--- src/rtl/proc_pkg.sv ---
// Shared definitions for the multicycle core and its instruction sequencer.
package proc_pkg;

  typedef enum logic [1:0] {
    StIdle,
    StRun,
    StHalted,
    StFault
  } seq_state_e;

  typedef enum logic [1:0] {
    CauseNone   = 2'd0,
    CauseHalt   = 2'd1,
    CauseEbreak = 2'd2,
    CauseStep   = 2'd3
  } halt_cause_e;

  typedef enum logic [1:0] {
    FaultNone     = 2'd0,
    FaultMisalign = 2'd1,
    FaultRange    = 2'd2,
    FaultTimeout  = 2'd3
  } fault_code_e;

  localparam logic [31:0] CmdNop    = 32'h0000_0013;  // ADDI x0,x0,0
  localparam logic [31:0] CmdPark   = 32'h0000_0063;  // BEQ x0,x0,0: spin in place
  localparam logic [31:0] CmdEbreak = 32'h0010_0073;

  localparam logic [6:0] OpcOpImm  = 7'h13;
  localparam logic [6:0] OpcOp     = 7'h33;
  localparam logic [6:0] OpcBranch = 7'h63;
  localparam logic [6:0] OpcJal    = 7'h6f;

endpackage

--- src/rtl/seq_imem.sv ---
// Instruction store: one synchronous write port, asynchronous read, no reset.
module seq_imem #(
  parameter int unsigned DEPTH = 64,
  parameter int unsigned AW    = 6
) (
  input  logic          clk,
  input  logic          we,
  input  logic [AW-1:0] waddr,
  input  logic [31:0]   wdata,
  input  logic [AW-1:0] raddr,
  output logic [31:0]   rdata
);

  logic [31:0] mem [DEPTH];

  // Word write from the load port.
  always_ff @(posedge clk) begin
    if (we) mem[waddr] <= wdata;
  end

  assign rdata = mem[raddr];

endmodule

--- src/rtl/instr_sequencer.sv ---
// Feeds command words to the memory-less core, owns its reset, and provides
// start/halt/step/resume control with PC and hang fault detection.
module instr_sequencer
  import proc_pkg::*;
#(
  parameter int unsigned DEPTH   = 64,
  parameter int unsigned AW      = 6,
  parameter int unsigned TIMEOUT = 8
) (
  input  logic          clk,
  input  logic          reset,
  input  logic          load_en,
  input  logic [AW-1:0] load_addr,
  input  logic [31:0]   load_data,
  input  logic          start,
  input  logic          halt_req,
  input  logic          step,
  input  logic          resume,
  input  logic          step_mode,
  input  logic          clear,
  input  logic [31:0]   cpu_pc,
  input  logic          cpu_done,
  output logic [31:0]   cmd,
  output logic          cpu_reset,
  output logic          busy,
  output logic          halted,
  output logic          fault,
  output logic [1:0]    cause,
  output logic [1:0]    fault_code,
  output logic [31:0]   retired
);

  localparam int unsigned WdW = $clog2(TIMEOUT + 1);

  seq_state_e     state_q, state_d;
  halt_cause_e    cause_q, cause_d;
  fault_code_e    fcode_q, fcode_d;
  logic           slot_q, slot_d;
  logic           halt_pend_q, halt_pend_d;  // halt_req or step seen since the last slot
  logic           sm_pend_q, sm_pend_d;      // step_mode was high at the last retire
  logic           go_q, go_d;                // resume/step waiting for the next slot
  logic           go_step_q, go_step_d;
  logic           inflight_q, inflight_d;    // a program instruction (not PARK) is executing
  logic [WdW-1:0] wdog_q, wdog_d, wdog_inc;
  logic [31:0]    retired_q, retired_d;
  logic [31:0]    mem_word;
  logic           mem_we, pc_misaligned, pc_out_range;

  seq_imem #(
    .DEPTH (DEPTH),
    .AW    (AW)
  ) u_imem (
    .clk   (clk),
    .we    (mem_we),
    .waddr (load_addr),
    .wdata (load_data),
    .raddr (cpu_pc[AW+1:2]),
    .rdata (mem_word)
  );

  assign pc_misaligned = |cpu_pc[1:0];
  assign pc_out_range  = cpu_pc[31:2] >= 30'(DEPTH);
  assign wdog_inc      = wdog_q + WdW'(1);

  // Next-state, slot feed and bookkeeping.
  always_comb begin
    state_d     = state_q;
    cause_d     = cause_q;
    fcode_d     = fcode_q;
    slot_d      = 1'b0;
    halt_pend_d = halt_pend_q;
    sm_pend_d   = sm_pend_q;
    go_d        = go_q;
    go_step_d   = go_step_q;
    inflight_d  = inflight_q;
    wdog_d      = wdog_q;
    retired_d   = retired_q;
    mem_we      = 1'b0;
    cmd         = CmdNop;

    case (state_q)
      StIdle: begin
        mem_we = load_en;
        if (start) begin
          state_d     = StRun;
          slot_d      = 1'b1;
          retired_d   = '0;
          cause_d     = CauseNone;
          halt_pend_d = 1'b0;
          sm_pend_d   = 1'b0;
          go_d        = 1'b0;
          go_step_d   = 1'b0;
          inflight_d  = 1'b0;
          wdog_d      = '0;
        end
      end

      StRun: begin
        if (halt_req) halt_pend_d = 1'b1;
        if (slot_q) begin
          wdog_d     = WdW'(1);
          inflight_d = 1'b0;
          if (pc_misaligned) begin
            state_d = StFault;
            fcode_d = FaultMisalign;
          end else if (pc_out_range) begin
            state_d = StFault;
            fcode_d = FaultRange;
          end else if (halt_pend_q || halt_req || sm_pend_q) begin
            cmd         = CmdPark;
            state_d     = StHalted;
            halt_pend_d = 1'b0;
            sm_pend_d   = 1'b0;
            if (halt_pend_q || halt_req) cause_d = CauseHalt;
            else                         cause_d = CauseStep;
          end else if (mem_word == CmdEbreak) begin
            cmd     = CmdPark;
            state_d = StHalted;
            cause_d = CauseEbreak;
          end else begin
            cmd        = mem_word;
            inflight_d = 1'b1;
          end
        end else if (cpu_done) begin
          slot_d    = 1'b1;
          sm_pend_d = step_mode && inflight_q;
          if (inflight_q) retired_d = retired_q + 32'd1;
        end else begin
          wdog_d = wdog_inc;
          if (wdog_inc == WdW'(TIMEOUT)) begin
            state_d = StFault;
            fcode_d = FaultTimeout;
          end
        end
      end

      StHalted: begin
        if (step) begin
          go_d      = 1'b1;
          go_step_d = 1'b1;
        end else if (resume) begin
          go_d = 1'b1;
        end
        if (slot_q) begin
          wdog_d = WdW'(1);
          cmd    = CmdPark;
          if (go_q) begin
            go_d      = 1'b0;
            go_step_d = 1'b0;
            if (pc_misaligned) begin
              state_d = StFault;
              fcode_d = FaultMisalign;
            end else if (pc_out_range) begin
              state_d = StFault;
              fcode_d = FaultRange;
            end else if (mem_word == CmdEbreak) begin
              cause_d = CauseEbreak;
            end else begin
              cmd         = mem_word;
              inflight_d  = 1'b1;
              state_d     = StRun;
              cause_d     = CauseNone;
              halt_pend_d = go_step_q;  // step: halt again at the following slot
            end
          end
        end else if (cpu_done) begin
          slot_d = 1'b1;
        end else begin
          wdog_d = wdog_inc;
          if (wdog_inc == WdW'(TIMEOUT)) begin
            state_d = StFault;
            fcode_d = FaultTimeout;
          end
        end
        if (clear) begin
          state_d     = StIdle;
          cause_d     = CauseNone;
          slot_d      = 1'b0;
          go_d        = 1'b0;
          go_step_d   = 1'b0;
          halt_pend_d = 1'b0;
          inflight_d  = 1'b0;
        end
      end

      StFault: begin
        if (clear) begin
          state_d = StIdle;
          fcode_d = FaultNone;
          cause_d = CauseNone;
        end
      end

      default: state_d = StIdle;
    endcase
  end

  // State and counter registers.
  always_ff @(posedge clk or negedge reset) begin
    if (!reset) begin
      state_q     <= StIdle;
      cause_q     <= CauseNone;
      fcode_q     <= FaultNone;
      slot_q      <= 1'b0;
      halt_pend_q <= 1'b0;
      sm_pend_q   <= 1'b0;
      go_q        <= 1'b0;
      go_step_q   <= 1'b0;
      inflight_q  <= 1'b0;
      wdog_q      <= '0;
      retired_q   <= '0;
    end else begin
      state_q     <= state_d;
      cause_q     <= cause_d;
      fcode_q     <= fcode_d;
      slot_q      <= slot_d;
      halt_pend_q <= halt_pend_d;
      sm_pend_q   <= sm_pend_d;
      go_q        <= go_d;
      go_step_q   <= go_step_d;
      inflight_q  <= inflight_d;
      wdog_q      <= wdog_d;
      retired_q   <= retired_d;
    end
  end

  assign cpu_reset  = (state_q == StIdle) || (state_q == StFault);
  assign busy       = (state_q == StRun);
  assign halted     = (state_q == StHalted);
  assign fault      = (state_q == StFault);
  assign cause      = cause_q;
  assign fault_code = fcode_q;
  assign retired    = retired_q;

endmodule

--- config.mk ---
export PLATFORM = sky130hd
export DESIGN_NAME = instr_sequencer
export DESIGN_NICKNAME = d
export VERILOG_FILES = /design/src/rtl/proc_pkg.sv /design/src/rtl/seq_imem.sv /design/src/rtl/instr_sequencer.sv
export SDC_FILE = /design/constraint.sdc
export NUM_CORES = 2
export LEC_CHECK = 0
export CAP_MARGIN = 0
export CORE_MARGIN = 2
export CORE_UTILIZATION = 25
export CTS_BUF_LIST = sky130_fd_sc_hd__clkbuf_4
export CTS_CLUSTER_DIAMETER = 200
export DETAILED_ROUTE_END_ITERATION = 10
export PLACE_DENSITY = 0.4
export SLEW_MARGIN = 10
export SYNTH_ARGS = -nofsm -noshare
export SYNTH_HDL_FRONTEND = slang
export SYNTH_HIERARCHICAL = 1
export SYNTH_SLANG_ARGS = --single-unit
--- constraint.sdc ---
create_clock -name clk -period 5.7 [get_ports clk]
set_input_delay 0.855 -clock clk [delete_from_list [all_inputs] [get_ports clk]]
set_output_delay 0.855 -clock clk [all_outputs]
set_load 0.01 [all_outputs]
Figure 1. Cell placement.
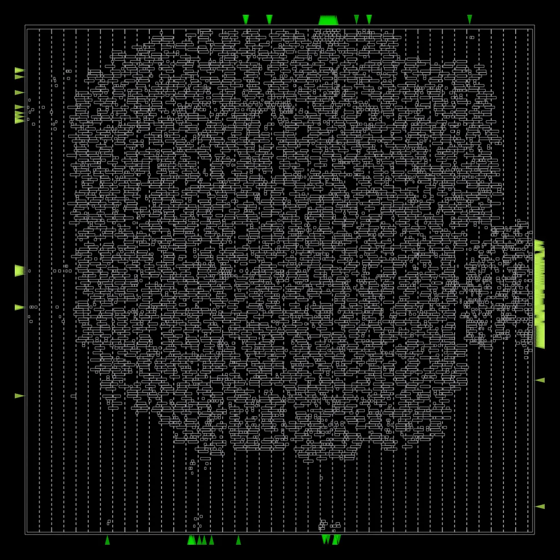
fin cells: 9669
Util after Layout: 0.3102
core area: 324800 um^2
n_taps: 4325
registers: 2096

Figure 2. Clock distribution.
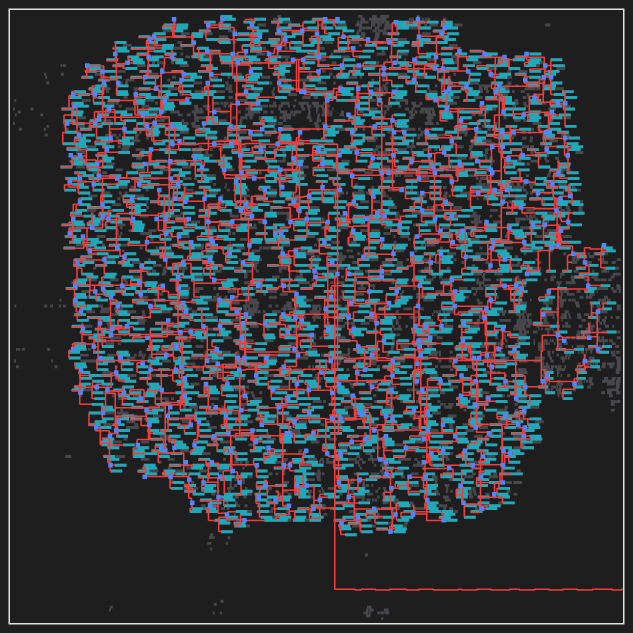
[clock wires] red | length: 31.4 mm
[flip-flops] cyan | count: 2096
[clock drivers] blue | count: 589
flops lie	all over the die
routed clock nets	590
clk_lat worst skew: 1.32 ns
Setup Skew: 0.08286 ns
Clock Power: 13800 uW
Clk pwr share: 0.411

==> qor.yml <==
status: "finished with violations"
violations: "negative setup slack"
setup_viol: 30
synth-edff-count: 2048
worst_slew_pin_slew_ns: 1.094
rr_endpoint: "u_imem/mem[50][7]"
cp.arrival_ns: 5.22
pin_count: 152
final_nets: 5006
hold_end: "u_imem/mem[22][14]"
cts_sinks: 2096
min_path_type: "input pin to register"
fillers: 31780
min_period_ns: 6.077
powerDensity_nw_per_um2: 334.4
antenna_found_initial: 20
vias: 44510
slowest_delay_ns: 0.53
async_flop_share: 0.02290
dr_wl_met2_um: 125800
ys_area_um2: 81750
seq_area_um2: 62700
fp_util: 0.2517
routedWlPerCell_um: 26.91
startpoint: "cpu_pc[2]"
whs_ns: 0.1256
syn_inst: 3864
setup_tns_ns: -8.401
timing.reg2reg.setup_slack_ns: 1.65
total_leakage_power_uw: 0.03288
cts_setup_buffers: 10
seq-power_uw: 17100
pwr-share-seq: 0.507
clk_pin_slew_worst_paths_ns: 0.05
peakVddDrop_v: 0.0001473
diodes: 19
internal_power_uw: 25520
syn_area_um2: 81750
floorplan.nets: 3950
cap_viol_max_count: 0
reg2reg_depth: 6
critPathKind: "input pin to output pin"
mux_share: 0.1472
nClkBuffers: 847
synth.ff_latch_count: 2096
cts_tree: "done"
fa_ha_area_frac: 0.0009183
drt-total-wl_um: 260200
htreeDepth: 6
switchingPower_uw: 8170
end_kind: "output pin"
vias_per_cell: 4.603
power_leader: "registers"
common_cells: "edfxtp_1, mux4_2, mux2i_1"
largest_class: "sequential cells"
slew_viol_final: 0
r2r_start: "state_q[0]"
seq_share: 0.6224
crit_fanout: 26
finalHoldViolations: 0
synthTopCellsByArea: "edfxtp_1, mux4_2, mux2i_1, dfrtp_1, a22oi_1"
post-place-ws_ns: -0.8875
mostFrequentLayoutCell: "edfxtp_1"
buffers_excl_clock: 689
crit_buf_inv: 11
grtUsageTotal: 0.1546
synthXorXnorAreaFrac: 0.002786
yosysSeqAreaShare: 0.7670
finalWorstSetupSlack_ns: -0.3770
numCtsBuffers: 589
drt_iter0_drc: 3040
layout.nonclk_buf_frac: 0.06435
io_buffers: 151
drive_gt1_frac: 0.4011
critPathRequiredTime_ns: 4.85
crit_slowest_cell: "mux4_2"
crit_top_cell: "buf_4"
fin_area_um2: 100700
crit_chain: "buf_8, buf_4, buf_16, buf_12, mux4_2, o22ai_2, nor3_1, o211a_1, nor4_4, buf_4, nand4_1, buf_4, o211ai_1, buf_4, o32ai_4, buf_12, buf_16, buf_6, and3_4, buf_6"
area_delta_synth_final_pct: 23.23
comb_cells: 1525
rsz0062_at_grt: "yes"
postRouteAntennaNets: 0
met1Wirelength_um: 115900
inv_count: 19
synthFlopType: "edfxtp_1"
top_cell_area_share: 0.7523
grt_pass1_vias: 47170
grt_use_met3: 0.02886
crit_path_end: "cmd[9]"
comb_share: 0.1849
grt_pass1_wl_um: 364900
dp.cells: 8644
synthMostInstantiatedCell: "edfxtp_1"
dpl.hpwl_um: 159500
synthAoiAreaFrac: 0.03725
placed_area_um2: 92610
path_depth: 20
combPwrFrac: 0.082
log.warning_count: 34
No activity file was given, so power comes from the tool's default toggle rates.
